==> config.mk <==
export PLATFORM = sky130hd
export DESIGN_NAME = pc_unit
export DESIGN_NICKNAME = d
export VERILOG_FILES = /design/src/rtl/pc_unit.sv
export SDC_FILE = /design/constraint.sdc
export NUM_CORES = 1
export LEC_CHECK = 0
export CORE_MARGIN = 4
export CORE_UTILIZATION = 50
export CTS_CLUSTER_SIZE = 10
export DETAILED_ROUTE_END_ITERATION = 16
export PLACE_DENSITY = 0.82
export SLEW_MARGIN = 20
export SYNTH_ARGS = -nofsm -noshare
export SYNTH_HDL_FRONTEND = slang
export SYNTH_SLANG_ARGS = --single-unit
==> constraint.sdc <==
create_clock -name clk -period 2.6 [get_ports clk]
set_input_delay 0.26 -clock clk [delete_from_list [all_inputs] [get_ports clk]]
set_output_delay 0.26 -clock clk [all_outputs]
set_load 0.02 [all_outputs]
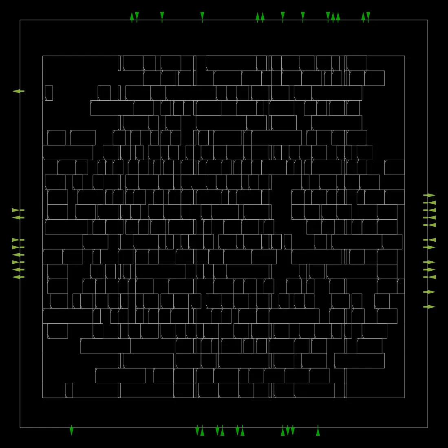
placed.png
filler instances: 369
num sequential: 18
sequential fraction of total cell area: 0.162

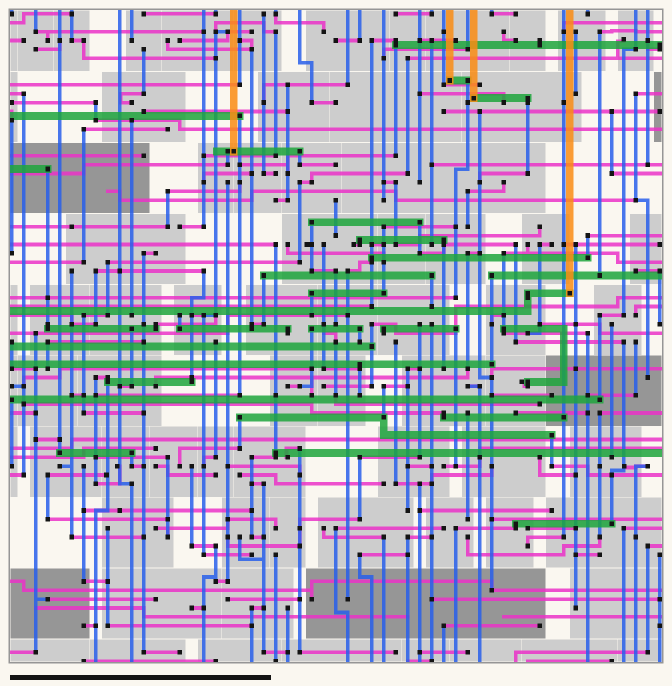
closeup.png
The bar under the picture is 10 um long. Region (25, 10) to (50, 35) um. Cells in grey, sequential cells in the stronger grey; small squares are vias.
- magenta: M1
- green: M3
- blue: M2
- orange: M4
- sequential cells in the window: 2
- cells with their middle in the window: 58
- most frequent: o21ai_0 (7), nor2_1 (5)

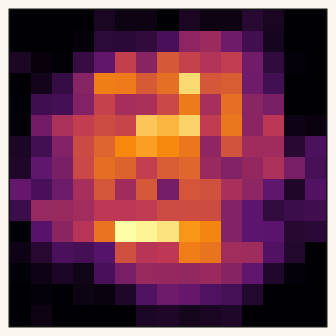
route_heat.png
15 x 15 tiles, from black (low) to pale yellow (high), scaled to the fullest tile. Values are wire area over tile area, all layers added.
- mean over tiles: 0.22
- fullest tile: 0.75
- nearly empty tiles: 20%
- densest ninth of the die: centre
- tiles over half the peak: 25%
vias after detailed routing: 2555
routed wirelength normalized by instance count: 18.9 um

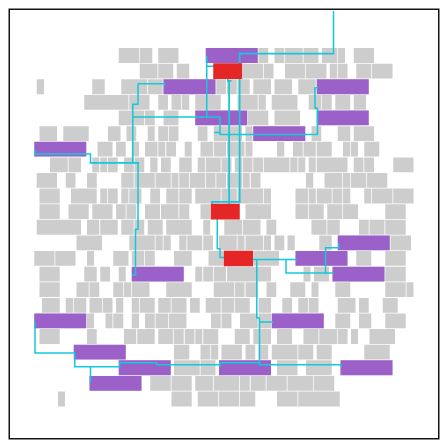
clock_wires.png
- cyan: clock wires (length 335 um)
- purple: flip-flops (count 18)
- red: clock-net drivers (count 3)
- routed clock nets: 4
- flops lie: spread over the die
clock power share: 0.134
Clk. pwr: 0.249 mW

==> ds_physical_params.txt <==
Physical implementation characteristics

Parameter                              Value

Setup path
  Worst Reg-to-Reg Cells    9
  Cell with the most instances on the worst path    o21ai_1
  Worst path required time    2.78 ns
  Arrival time of data at the critical path endpoint    2.59 ns
  Critical path capture point type    register
  Crit path kind    input port to register
  Startpoint types    input port
  Worst-case register-to-register setup slack    0.26 ns
  Max FO, Critical Path    3
  Largest incremental delay on the critical path    0.44 ns
  Chain of cells forming the critical path    clkdlybuf4s50_1 -> ha_1 -> fa_1 -> a211oi_1 -> buf_4 -> o21ai_1 -> o21ai_1 -> o221ai_1 -> xnor2_1 -> o31ai_2
  Master of the slowest instance on the critical path    fa_1

Power and ir drop
  Comb pwr share    0.609
  Total Power Consumption    1.86 mW
  Net load switching power    0.893 mW
  Pwr dens    672 mW/mm^2
  Part of the power in registers    0.257
  P_leak    1.11 nW
  Net switching fraction of the power    0.479
  Worst vdd ir    360 uV
  Cell internal pwr    0.970 mW

Final layout
  Dominant logic cell type in the layout    clkdlybuf4s50_1
  Area growth from synthesis to final layout    25.1%
  Number of nets in the layout    372
  Flip-flop count of the largest register, all copies and words added    16
  Antenna diode instance count    0
  Layout cell share with drive strength beyond 1    0.108
  Most frequent cells in the layout    39 x clkdlybuf4s50_1, 24 x o21ai_0, 24 x nand2_1, 24 x a21oi_1, 20 x nor2_1
  Final instance area    0.00277 mm^2
  Number of cells in the finished layout apart from fillers    382

Detailed routing
  DRC violation total after the first TritonRoute iteration    249
  Iteration count of the initial detailed-routing pass    5
  Detailed Route WL    7220 um
  Count of antenna-violating nets left after detailed routing    0
  # DRC    0
  Routed vias/inst    6.69

Yosys
  Compound-Gate Fraction of Synth Area    0.305
  Post-synth ARST share    1.00
  Number of distinct library cells after synthesis    63
  Post-Synthesis Cells    285
  Xor/xnor share of the synthesized area    0.0474
  Number of cells in Yosys stat    285
  Syn Area/Cell    7.78 um^2
  Yosys synthesis chip area    0.00222 mm^2
  Simple-gate portion of the synthesized area    0.284
  Post-synth top flop    dfrtp_1
  Multiplexer share of the synthesized area    0.00452
  Yosys warnings    0
  Dominant non-sequential cell family after synthesis    AND-OR/OR-AND gates
  Count of library flops with an enable pin    0
  Cell area after synthesis    0.00222 mm^2
  Adder Area Share    0.0994
  Synthesis-stage register bit count    18
  Proportion of synthesized chip area in sequential cells    0.203

Placement
  Buffers on Ports    39
  Final RePlAce weighted congestion    0.972
  Final HPWL DP    5320 um
  Area after DPL    0.00272 mm^2
  Instance count after placement with tap cells included    378

Final timing
  Final Max Slew Viols    0
  Max-slew headroom    0.653
  Hold WS    0.335 ns
  Largest clock skew in the final design    0.00539 ns
  FMAX    0.415 GHz
  Final worst-path cycle share    0.927
  Final setup violation count    0
  Final critical delay including setup and external delays    2.41 ns
  Final Hold Violating Endpoints    0
  Worst Max-Slew Pin Slew    0.519 ns
  Setup repair after global routing missed its margin    no

Outcome
  Outcome    completed

Die
  Horiz. Die Dim    74.6 um
  Total die size    0.00556 mm^2
  Standard-cell rows    23
  Height of the die    74.6 um
  Effective utilization at floorplan    0.535
  Placeable core area    0.00414 mm^2
  IO Count    45

Clocking
  Clock tree from TritonCTS    built
  Max H-tree Level    1
  Inserted Clock Buffers    3
  Clock tree sinks    18
  Root cell of the clock tree    clkbuf_8
  Resized Gates After CTS    0
  Count of hold buffers inserted by post-cts repair    0
  Post-CTS setup buffer count    0
  Clock transition at the register clock pins on the worst setup and hold paths after CTS    0.08 ns
  Buffer levels on the longest clock path    2
  Insertion delay to the later sink of the worst-skew pair    0.27 ns

Global routing
  Via count of the first global-routing pass    2429
  Wire length of the first global-routing pass    11300 um
  Pin count of the biggest net entering global routing    19
  Number of antenna violations at the first check in global routing    0
  All-layer global routing usage    0.266
  GRT overflow    0

Worst hold path
  Worst min path class    input port to async pin

Flow run
  Max-capacitance violation count    0
  Number of OpenROAD warnings    26
## cell usage after synthesis (all sizes together), types with 2 or more instances
master,count,share of area
nand2,25,0.043
nor2b,4,0.011
a21o,5,0.017
a22o,2,0.0079
and3,5,0.014
o22ai,3,0.0085
o21a,4,0.014
a22oi,2,0.0068
nor3,5,0.014
conb,2,0.0034
a21oi,24,0.054
nand2b,3,0.0085
xor2,7,0.028
buf,11,0.030
dfrtp,18,0.20
o211ai,3,0.010
nand3,14,0.032
nor2,20,0.034
o221ai,3,0.012
a31oi,9,0.028
ha,16,0.090
nand4,10,0.035
clkbuf,5,0.0085
o21ai,29,0.067
inv,7,0.012
xnor2,5,0.020
nor4,8,0.047
nand3b,4,0.014
a21boi,2,0.0068
a211oi,8,0.029
nand4b,2,0.0079
o31ai,2,0.0090
## area by class of cell
| cell class | instances | area (um^2) |
|---|---|---|
| Timing Repair Buffer | 55 | 510 |
| Tap cell | 50 | 62.6 |
| Inverter | 8 | 30.0 |
| Sequential cell | 18 | 450 |
| Clock buffer | 4 | 55.1 |
| Fill cell | 369 | 1370 |
| Multi-Input combinational cell | 247 | 1660 |
## power by group through the flow
stage	combinational [mW]	sequential [mW]	clock [mW]
after CTS	1.11	0.477	0.251
after global routing	1.23	0.495	0.259
after floorplan	0.668	0.529	0
final	1.13	0.480	0.249
after global placement	1.08	0.478	0
after detailed placement	1.11	0.482	0
## cells by family after synthesis
logic type | after synthesis
simple gates | 107
mux | 1
buf+inv | 24
compound gates | 104
fa+ha+maj | 17
other cells | 2
xor+xnor | 12
flops | 18
## per-layer routing
metal | track usage | vias to the layer above | wire [um]
met5 | 0 | - | 0
met3 | 0.0243 | 31 | 667
met2 | 0.409 | 160 | 3220
met1 | 0.366 | 1192 | 3050
met4 | 0.152 | 0 | 278
li1 | - | 1172 | -
## critical path, delay by kind of cell
kind	cells	cell delay, ns
AOI/OAI and AO/OA	5	0.88
xor gates and xnor gates	1	0.17
adders and majority gates	2	0.69
buffers and inverters	2	0.60
## metrics by stage
stage          setup WS, ns   util  setup TNS (ns)
6_report              0.190  0.669               0
5_1_grt             0.00844  0.669               0
4_1_cts               0.204  0.669               0
3_5_place_dp        -0.0402  0.656         -0.0674
3_3_place_gp         0.0178  0.656               0
2_1_floorplan         0.284      -               0
Power and IR drop assume default switching activity.
